==> images/m1.png <==
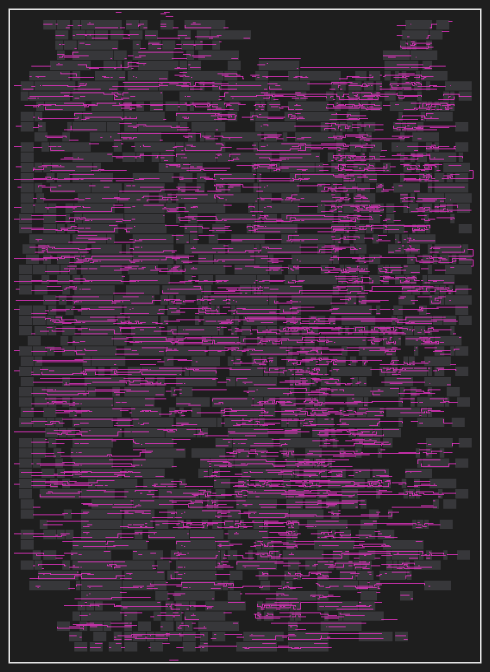
==> images/m2.png <==
The bar under the picture is 50 µm long.
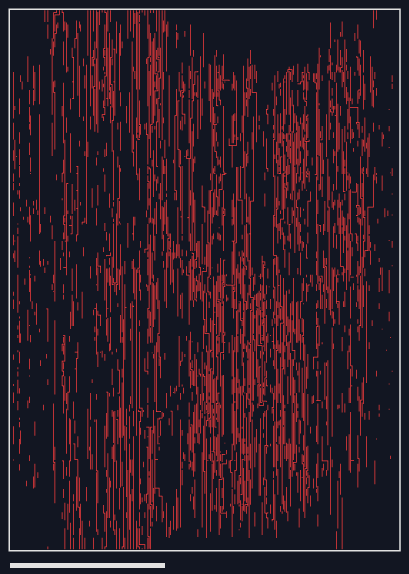
==> images/m3.png <==
The bar under the picture is 50 µm long.
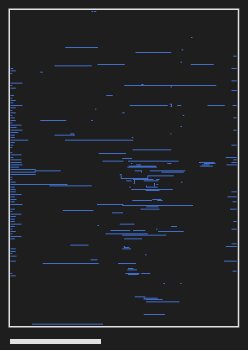
==> images/m4.png <==
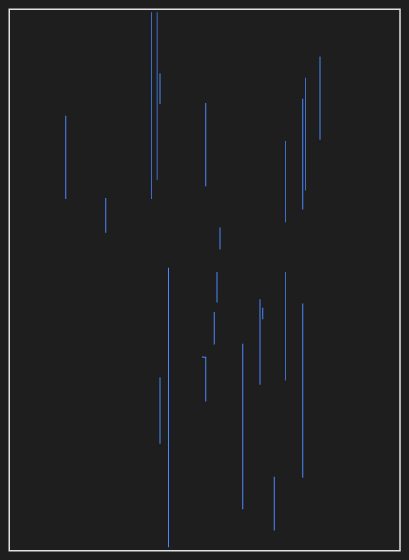
## src/rtl/sm_knn_vote.sv

```systemverilog
`default_nettype none
// sm_knn_vote: snapshots VECT_NUM distance/label pairs, keeps the K nearest in a sorted list and votes a label.
// Optional macro KNN_WEIGHTED_EN: rank-weighted vote (rank r counts K-r). Rev 1.0
module sm_knn_vote #(
  parameter int SUM_LEN  = 10,
  parameter int LBL_LEN  = 10,
  parameter int VECT_NUM = 6,
  parameter int K        = 3,
`ifdef KNN_WEIGHTED_EN
  localparam int CNT_LEN = $clog2(K * (K + 1) / 2 + 1)
`else
  localparam int CNT_LEN = $clog2(K + 1)
`endif
) (
  input  logic               clk,
  input  logic               rst,
  input  logic               start,
  input  logic [SUM_LEN-1:0] inS [VECT_NUM],
  input  logic [LBL_LEN-1:0] inL [VECT_NUM],
  output logic               busy,
  output logic               done,
  output logic [LBL_LEN-1:0] outL,
  output logic [SUM_LEN-1:0] outS,
  output logic [CNT_LEN-1:0] outCnt
);

  localparam int IDX_W = (VECT_NUM > 1) ? $clog2(VECT_NUM) : 1;
  localparam int J_W   = (K > 1) ? $clog2(K) : 1;
  localparam int POS_W = $clog2(K + 1);

  generate
    if (K < 1 || K > VECT_NUM) begin : g_bad_k
      $error("sm_knn_vote: K must satisfy 1 <= K <= VECT_NUM");
    end
  endgenerate

  typedef enum logic [1:0] {
    IDLE = 2'd0,
    SCAN = 2'd1,
    VOTE = 2'd2
  } state_t;

  state_t state, next_state;

  logic [IDX_W-1:0]   idx;
  logic [J_W-1:0]     j;
  logic [SUM_LEN-1:0] snap_s [VECT_NUM];
  logic [LBL_LEN-1:0] snap_l [VECT_NUM];
  logic [SUM_LEN-1:0] lst_s  [K];
  logic [LBL_LEN-1:0] lst_l  [K];
  logic               lst_v  [K];
  logic [LBL_LEN-1:0] best_l;
  logic [CNT_LEN-1:0] best_c;

  logic capture, scan_en, vote_en, commit;
  logic last_idx, last_j;

  assign last_idx = (idx == IDX_W'(VECT_NUM - 1));
  assign last_j   = (j == J_W'(K - 1));
  assign busy     = (state != IDLE);

  always_ff @(posedge clk) begin
    if (rst) state <= IDLE;
    else     state <= next_state;
  end

  always_comb begin
    next_state = state;
    capture    = 1'b0;
    scan_en    = 1'b0;
    vote_en    = 1'b0;
    commit     = 1'b0;
    case (state)
      IDLE: begin
        if (start) begin
          capture    = 1'b1;
          next_state = SCAN;
        end
      end
      SCAN: begin
        scan_en = 1'b1;
        if (last_idx) next_state = VOTE;
      end
      VOTE: begin
        vote_en = 1'b1;
        if (last_j) begin
          commit     = 1'b1;
          next_state = IDLE;
        end
      end
      default: next_state = IDLE;
    endcase
  end

  // Insertion point = number of valid entries with sum <= candidate, so equal sums stay in arrival order.
  logic [SUM_LEN-1:0] cand_s;
  logic [LBL_LEN-1:0] cand_l;
  logic [POS_W-1:0]   pos;
  logic [SUM_LEN-1:0] ins_s [K];
  logic [LBL_LEN-1:0] ins_l [K];
  logic               ins_v [K];

  always_comb begin
    cand_s = snap_s[idx];
    cand_l = snap_l[idx];
    pos    = '0;
    for (int i = 0; i < K; i++) begin
      if (lst_v[i] && (lst_s[i] <= cand_s)) pos = pos + POS_W'(1);
    end
    if (pos == '0) begin
      ins_s[0] = cand_s;
      ins_l[0] = cand_l;
      ins_v[0] = 1'b1;
    end else begin
      ins_s[0] = lst_s[0];
      ins_l[0] = lst_l[0];
      ins_v[0] = lst_v[0];
    end
    for (int i = 1; i < K; i++) begin
      if (int'(pos) == i) begin
        ins_s[i] = cand_s;
        ins_l[i] = cand_l;
        ins_v[i] = 1'b1;
      end else if (int'(pos) < i) begin
        ins_s[i] = lst_s[i-1];
        ins_l[i] = lst_l[i-1];
        ins_v[i] = lst_v[i-1];
      end else begin
        ins_s[i] = lst_s[i];
        ins_l[i] = lst_l[i];
        ins_v[i] = lst_v[i];
      end
    end
  end

  logic [LBL_LEN-1:0] cur_l;
  logic [CNT_LEN-1:0] vote_cnt;
  logic               better;
  logic [LBL_LEN-1:0] nb_l;
  logic [CNT_LEN-1:0] nb_c;

  always_comb begin
    cur_l    = lst_l[j];
    vote_cnt = '0;
    for (int i = 0; i < K; i++) begin
      if (lst_v[i] && (lst_l[i] == cur_l)) begin
`ifdef KNN_WEIGHTED_EN
        vote_cnt = vote_cnt + CNT_LEN'(K - i);
`else
        vote_cnt = vote_cnt + CNT_LEN'(1);
`endif
      end
    end
    // Strictly greater keeps the earlier (nearer) label on ties.
    better = (vote_cnt > best_c);
    nb_l   = better ? cur_l : best_l;
    nb_c   = better ? vote_cnt : best_c;
  end

  always_ff @(posedge clk) begin
    if (rst) begin
      idx    <= '0;
      j      <= '0;
      best_l <= '0;
      best_c <= '0;
      done   <= 1'b0;
      outL   <= '0;
      outS   <= '0;
      outCnt <= '0;
      for (int v = 0; v < VECT_NUM; v++) begin
        snap_s[v] <= '0;
        snap_l[v] <= '0;
      end
      for (int i = 0; i < K; i++) begin
        lst_s[i] <= '1;
        lst_l[i] <= '0;
        lst_v[i] <= 1'b0;
      end
    end else begin
      done <= commit;
      if (capture) begin
        for (int v = 0; v < VECT_NUM; v++) begin
          snap_s[v] <= inS[v];
          snap_l[v] <= inL[v];
        end
        for (int i = 0; i < K; i++) begin
          lst_s[i] <= '1;
          lst_l[i] <= '0;
          lst_v[i] <= 1'b0;
        end
        idx    <= '0;
        j      <= '0;
        best_l <= '0;
        best_c <= '0;
      end
      if (scan_en) begin
        for (int i = 0; i < K; i++) begin
          lst_s[i] <= ins_s[i];
          lst_l[i] <= ins_l[i];
          lst_v[i] <= ins_v[i];
        end
        if (!last_idx) idx <= idx + IDX_W'(1);
      end
      if (vote_en) begin
        best_l <= nb_l;
        best_c <= nb_c;
        if (!last_j) j <= j + J_W'(1);
      end
      if (commit) begin
        outL   <= nb_l;
        outCnt <= nb_c;
        outS   <= lst_s[0];
      end
    end
  end

endmodule
`default_nettype wire

```

## config.mk

```make
export PLATFORM = sky130hd
export DESIGN_NAME = sm_knn_vote
export DESIGN_NICKNAME = d
export VERILOG_FILES = /design/src/rtl/sm_knn_vote.sv
export SDC_FILE = /design/constraint.sdc
export NUM_CORES = 1
export LEC_CHECK = 0
export CAP_MARGIN = 20
export CORE_ASPECT_RATIO = 1.4
export CORE_MARGIN = 2
export CORE_UTILIZATION = 55
export CTS_CLUSTER_SIZE = 25
export DETAILED_ROUTE_END_ITERATION = 10
export PLACE_DENSITY = 0.77
export SLEW_MARGIN = 40
export SYNTH_ARGS = -nofsm -noshare
export SYNTH_HDL_FRONTEND = slang
export SYNTH_SLANG_ARGS = --single-unit
```

## constraint.sdc

```tcl
create_clock -name clk -period 6.6 [get_ports clk]
set_input_delay 0.99 -clock clk [delete_from_list [all_inputs] [get_ports clk]]
set_output_delay 0.99 -clock clk [all_outputs]
set_load 0.01 [all_outputs]
```

==> flow_summary.ini <==
; generated from flow reports
[status]
run_status = completed

[final_layout]
signal_buffers = 170
final.signal_inverter_count = 31
layout.filler_cells = 1524
layout.area.top_class = flip-flops and latches
layout.nonclk_buf_frac = 0.120
multi_input_comb_cells = 661
finish.net_count = 1273
comb-cell-share = 0.337

[floorplanning]
die-height_um = 174
dieArea_um2 = 21800

[global_routing]
grt_pass1_vias = 7612
gr-max-usage-layer = met2
track_usage = 0.217
gr-usage-met3 = 0.0280
antenna_violations_before_repair = 2
grt.met2_usage = 0.372
global_route.overflow_total = 0

[placement]
dp_hpwl_um = 17200
dp.cells = 1343
port-buffer-count = 146

[sta]
fmax_ghz = 0.184
worst_hold_slack_ns = 0.456
layout_worst_path_cycle_share = 0.821
drv_slew = 0
timing.max_slew.rel_slack = 0.474

[critical_path]
critPathRequiredTime_ns = 6.77
r2r_start = idx[0]
setup.worst_path.start_class = register
cp_cell_sequence = buf_4 > mux4_2 > o21ai_0 > inv_1 > ha_1 > nand3_1 > nor4_1 > a21oi_1 > nand2_1 > ha_1 > nand3_1 > buf_4 > o21ai_1 > buf_4 > o31a_1 > buf_4
crit_cells = 16
crit_family = buffers and inverters
critical_path_class = register to register
ff2ff_path_depth = 16

[routing]
detailedRoute.firstPassIterationCount = 5
drt.antenna.violating_nets = 0
num_vias = 7910
drcViolationCount = 0

[yosys]
post_synth_fa_ha_maj_area_fraction = 0.0430
top_cell = edfxtp_1
ys_async_sr_fraction = 0
syn_inst = 975

[clock_tree]
tritoncts = built
htree_levels = 1
ctsRootBufferMaster = clkbuf_16
path_clk_slew_ns = 0.06

[power_and_ir_drop]
total_power_mw = 3.59
pwr.group.clock_mw = 1.23

[job]
number_of_maximum_capacitance_violations = 0
-- m1.png (at the start) --
main direction: horizontal
nets with wire on the layer: 1158

-- m2.png (at the start) --
share of all routed wire: 50%
nets with wire on the layer: 1045

-- m3.png (at the start) --
longest straight run: 50.4 µm
main direction: horizontal
wire length on this layer: 1260 µm
nets with wire on the layer: 150
share of all routed wire: 5.3%

-- m4.png (at the start) --
nets with wire on the layer: 15
wire length on this layer: 654 µm
longest straight run: 89.8 µm
share of all routed wire: 2.8%

